==> images/port_trees.png <==
(4 px per um)
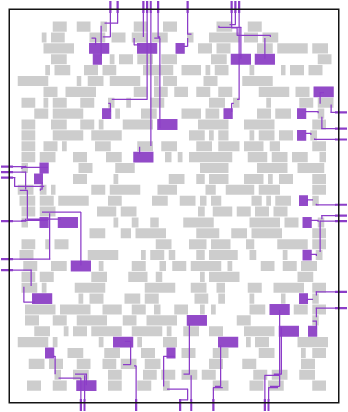
==> images/ff_map.png <==
(6 px per um) Other sequential cells in the stronger gray, the rest of the logic in the fainter gray.
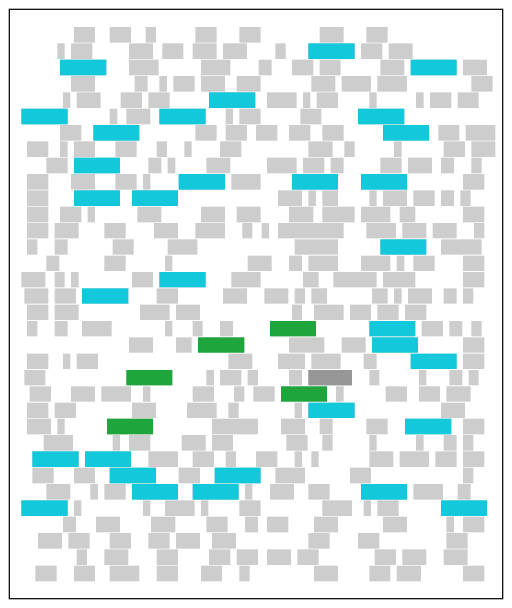
==> images/layers.png <==
(4 px per um) Only two layers are drawn.
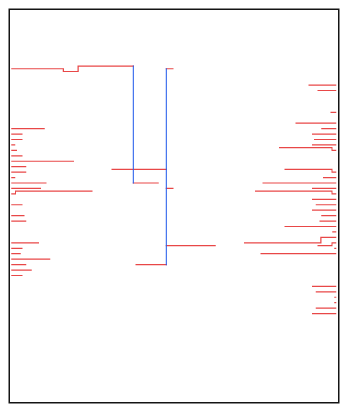
==> images/route_heat.png <==
(4 px per um) 16 x 20 tiles, from dark blue (low) to red (high), scaled to the fullest tile. Values are wire area over tile area, all layers added.
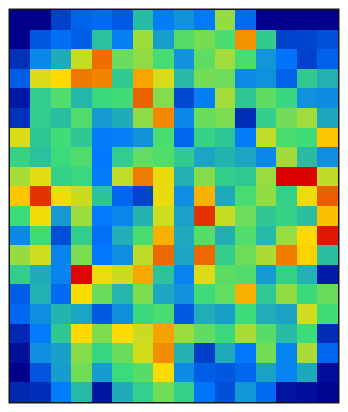
==> config.mk <==
export PLATFORM = sky130hd
export DESIGN_NAME = mips_wb_arbiter
export DESIGN_NICKNAME = d
export VERILOG_FILES = /design/src/rtl/mips_pkg.sv /design/src/rtl/mips_wb_arbiter.sv
export SDC_FILE = /design/constraint.sdc
export NUM_CORES = 1
export LEC_CHECK = 0
export CAP_MARGIN = 20
export CELL_PAD_IN_SITES_DETAIL_PLACEMENT = 1
export CELL_PAD_IN_SITES_GLOBAL_PLACEMENT = 1
export CORE_ASPECT_RATIO = 1.2
export CORE_UTILIZATION = 27
export CTS_CLUSTER_DIAMETER = 50
export DETAILED_ROUTE_END_ITERATION = 7
export GPL_TIMING_DRIVEN = 0
export PLACE_DENSITY_LB_ADDON = 0.08
export SETUP_SLACK_MARGIN = 0.15
export SLEW_MARGIN = 20
export SYNTH_ARGS = -nofsm -noshare
export SYNTH_HDL_FRONTEND = slang
export SYNTH_SLANG_ARGS = --single-unit
export TNS_END_PERCENT = 20
==> constraint.sdc <==
create_clock -name Clk -period 1.2 [get_ports Clk]
set_input_delay 0.3 -clock Clk [delete_from_list [all_inputs] [get_ports Clk]]
set_output_delay 0.3 -clock Clk [all_outputs]
set_load 0.01 [all_outputs]
==> src/rtl/mips_pkg.sv <==
`default_nettype none
// ============================================================================
//  Module      : mips_pkg
//  Description : Shared widths and arbiter state encoding for the MIPS
//                write-back path.
//  Revision    : 1.0  initial release
// ============================================================================
package mips_pkg;

    localparam int REG_ADR_W    = 5;
    localparam int DATA_W       = 32;
    localparam int STARVE_CNT_W = 3;

    // Which requester wins when both ask in the same cycle
    typedef enum logic [0:0] {
        PRI_A = 1'b0,
        PRI_B = 1'b1
    } arb_state_t;

endpackage : mips_pkg
`default_nettype wire

==> src/rtl/mips_wb_arbiter.sv <==
`default_nettype none
// ============================================================================
//  Module      : mips_wb_arbiter
//  Description : Two-requester register-file write-back arbiter. Port A is
//                the main pipeline, port B the multi-cycle unit. Grants are
//                combinational; the winning write is registered onto WE/WD/Din
//                one cycle later. Writes to r0 complete the handshake but
//                never raise WE.
//                Optional starvation guard: MIPS_WB_STARVE_GUARD_EN. When
//                defined, B gains priority after STARVE_MAX consecutive
//                denied cycles; when undefined, A always wins on conflict.
//  Revision    : 1.0  initial release
// ============================================================================
module mips_wb_arbiter
    import mips_pkg::*;
#(
    parameter int STARVE_MAX = 4
)
(
    input  logic                 Clk,
    input  logic                 Rst,

    input  logic                 A_Req,
    input  logic [REG_ADR_W-1:0] A_Adr,
    input  logic [DATA_W-1:0]    A_Data,
    output logic                 A_Gnt,

    input  logic                 B_Req,
    input  logic [REG_ADR_W-1:0] B_Adr,
    input  logic [DATA_W-1:0]    B_Data,
    output logic                 B_Gnt,

    output logic                 WE,
    output logic [REG_ADR_W-1:0] WD,
    output logic [DATA_W-1:0]    Din
);

    // Reject configurations the 3-bit starvation counter cannot represent
    generate
        if (STARVE_MAX < 1 || STARVE_MAX > 7) begin : g_starve_max_range
            $error("mips_wb_arbiter: STARVE_MAX must be in 1..7");
        end
    endgenerate

    logic                 w_a_gnt;
    logic                 w_b_gnt;
    logic                 w_xfer;
    logic [REG_ADR_W-1:0] w_adr;
    logic [DATA_W-1:0]    w_data;

    logic                 r_we;
    logic [REG_ADR_W-1:0] r_wd;
    logic [DATA_W-1:0]    r_din;

`ifdef MIPS_WB_STARVE_GUARD_EN
    localparam logic [STARVE_CNT_W-1:0] c_starve_max = STARVE_CNT_W'(STARVE_MAX);

    arb_state_t              r_state;
    arb_state_t              w_state_next;
    logic [STARVE_CNT_W-1:0] r_starve_cnt;
    logic [STARVE_CNT_W-1:0] w_starve_cnt_next;

    // Priority state and starvation counter registers
    always_ff @(posedge Clk) begin
        if (Rst) begin
            r_state      <= PRI_A;
            r_starve_cnt <= '0;
        end else begin
            r_state      <= w_state_next;
            r_starve_cnt <= w_starve_cnt_next;
        end
    end

    // Grants, starvation count and next priority state. The switch to PRI_B
    // looks at the updated count so B wins in the cycle right after its
    // STARVE_MAX-th denial rather than one cycle later.
    always_comb begin
        w_a_gnt           = 1'b0;
        w_b_gnt           = 1'b0;
        w_state_next      = r_state;
        w_starve_cnt_next = '0;

        if (!Rst) begin
            case (r_state)
                PRI_A: begin
                    w_a_gnt = A_Req;
                    w_b_gnt = B_Req && !A_Req;
                end
                PRI_B: begin
                    w_b_gnt = B_Req;
                    w_a_gnt = A_Req && !B_Req;
                end
                default: begin
                    w_a_gnt = 1'b0;
                    w_b_gnt = 1'b0;
                end
            endcase
        end

        if (B_Req && !w_b_gnt) begin
            w_starve_cnt_next = (r_starve_cnt == '1) ? r_starve_cnt
                                                     : r_starve_cnt + 3'd1;
        end

        case (r_state)
            PRI_A: if (w_starve_cnt_next >= c_starve_max) w_state_next = PRI_B;
            PRI_B: if (w_b_gnt)                           w_state_next = PRI_A;
            default:                                      w_state_next = PRI_A;
        endcase
    end
`else
    // Fixed priority: A always wins a conflict
    always_comb begin
        w_a_gnt = !Rst && A_Req;
        w_b_gnt = !Rst && B_Req && !A_Req;
    end
`endif

    assign A_Gnt  = w_a_gnt;
    assign B_Gnt  = w_b_gnt;
    assign w_xfer = w_a_gnt | w_b_gnt;
    assign w_adr  = w_b_gnt ? B_Adr  : A_Adr;
    assign w_data = w_b_gnt ? B_Data : A_Data;

    // Capture the winning write; address and data hold when nothing transfers
    always_ff @(posedge Clk) begin
        if (Rst) begin
            r_we  <= 1'b0;
            r_wd  <= '0;
            r_din <= '0;
        end else begin
            r_we <= w_xfer && (w_adr != '0);
            if (w_xfer) begin
                r_wd  <= w_adr;
                r_din <= w_data;
            end
        end
    end

    // Outputs read as zero for the whole time reset is high, which also kills
    // a write that was captured on the edge just before reset rose.
    assign WE  = r_we && !Rst;
    assign WD  = Rst ? '0 : r_wd;
    assign Din = Rst ? '0 : r_din;

endmodule : mips_wb_arbiter
`default_nettype wire

==> results.toml <==
# implementation run metrics
[clock_network]
numCtsBuffers = 5
htreeDepth = 2
clk_pin_slew_worst_paths_ps = 80

[global_route]
grt_max_degree = 12
grt_pass1_wl_um = 10700

[hold_path]
holdCritPathClass = "in2reg"

[power]
pwr_density_cell_nw_per_um2 = 929
p_switching_mw = 0.861
p_comb_share_pct = 27.4
p_leak_nw = 1.63

[job]
warning_count = 29

[critical_path]
crit_type = "in2out"

[synthesis]
yosys_warnings = 0
synth.comb.largest_family = "multiplexers"
syn_nets = 290
ys_sh_simple_pct = 20.4
synth_top_area_share_pct = 36.7
ys_ff = 38
syn_inst = 212
compound_area_share_pct = 1.09
ys_chip_area_um2 = 2070
yosysTopAreaCell = "dfxtp_1"

[final_layout]
largest_class = "logic gates"
drive_above_1_share_pct = 49.1
fillers = 821
num-nonclk-inverters = 0
clock_buffers = 7
diodes = 0
post-route-util_pct = 50.6

[final_timing]
whs_ps = 329
slew_headroom_pct = 64.1
tightestPinTransition_ps = 539
maxSlewViolCount = 0
skew_ps = 0

[drt]
wl_per_cell_um = 16.0
wl_met1_um = 2700
drt_iter0_markers = 33
drtPass1Iterations = 2

[outcome]
outcome = "complete, no violations"

[placed_design]
place_area_um2 = 3350
placed_cells = 417
Notes on port_trees.png above:
legend:
  Din:
    color: purple
    bits: 32
    direction: output
    edge: 10 north, 8 south, 8 east, 6 west
    end_cells: 32
    wire: 545 um
Port Buf Inserts: 115
IO Pins: 118

Notes on ff_map.png above:
legend:
  r_wd:
    color: green
    placed_flops: 5
  r_din:
    color: cyan
    placed_flops: 32
    where: spread over the die
not colored: 1

Notes on layers.png above:
legend:
  M4:
    color: blue
    wire_length: 78.2 um
  M3:
    color: red
    wire_length: 417 um

Notes on route_heat.png above:
tiles over half the peak: 40%
fullest tile: 0.30
mean over tiles: 0.14
densest ninth of the die: east

-- sequential cells by signal, indices dropped and copies added, names as in the netlist --
| signal | count |
|---|---|
| r_din | 32 |
| r_we | 1 |
| r_wd | 5 |
-- path summary, 6_finish.rpt --
path                   from         to  slack [ps]  cells after the start
setup / recovery        Rst      WD[3]           8                      4
hold / removal        A_Req       r_we         330                      3
setup reg to reg  r_din[26]  r_din[26]         290                      3
hold reg to reg   r_din[25]  r_din[25]         610                      3
-- repair_timing --
| item | in CTS | in global routing |
|---|---|---|
| gates resized | 255 | 47 |
| gates cloned | 2 | 0 |
| pin swaps | 3 | 3 |
| buffers inserted | 3 | 0 |
| endpoints found under the setup margin | 78 | 42 |
-- cells in the final DEF (no fill, tap or decap), types with 3 or more instances in the layout --
| cell type | instances |
|---|---|
| buf_2 | 26 |
| buf_4 | 3 |
| buf_6 | 25 |
| clkbuf_1 | 5 |
| clkbuf_8 | 9 |
| clkdlybuf4s50_1 | 70 |
| dfxtp_2 | 37 |
| mux2_2 | 36 |
| mux2i_1 | 36 |
| nor2_1 | 36 |
| nor2b_1 | 21 |
| nor2b_4 | 20 |
-- worst max-delay path: stages --
cell and delay, ps:
buf_8 120, clkbuf_4 200, nor2b_1 120, buf_2 150
-- power by group through the flow --
stage / combinational (mW) / sequential [mW] / clock, mW
finish: 0.948 / 1.41 / 1.10
global route: 1.03 / 1.42 / 1.17
CTS: 0.880 / 1.41 / 1.13
detailed placement: 0.867 / 1.42 / 0
global placement: 0.856 / 1.41 / 0
floorplan: 0.421 / 1.41 / 0
-- layer usage --
layer	up-vias	GRT usage, %
li1	964	-
met1	921	18.7
met2	60	33.1
met3	7	4.58
met4	0	5.26
met5	-	0
No activity file was given, so power comes from the tool's default toggle rates.
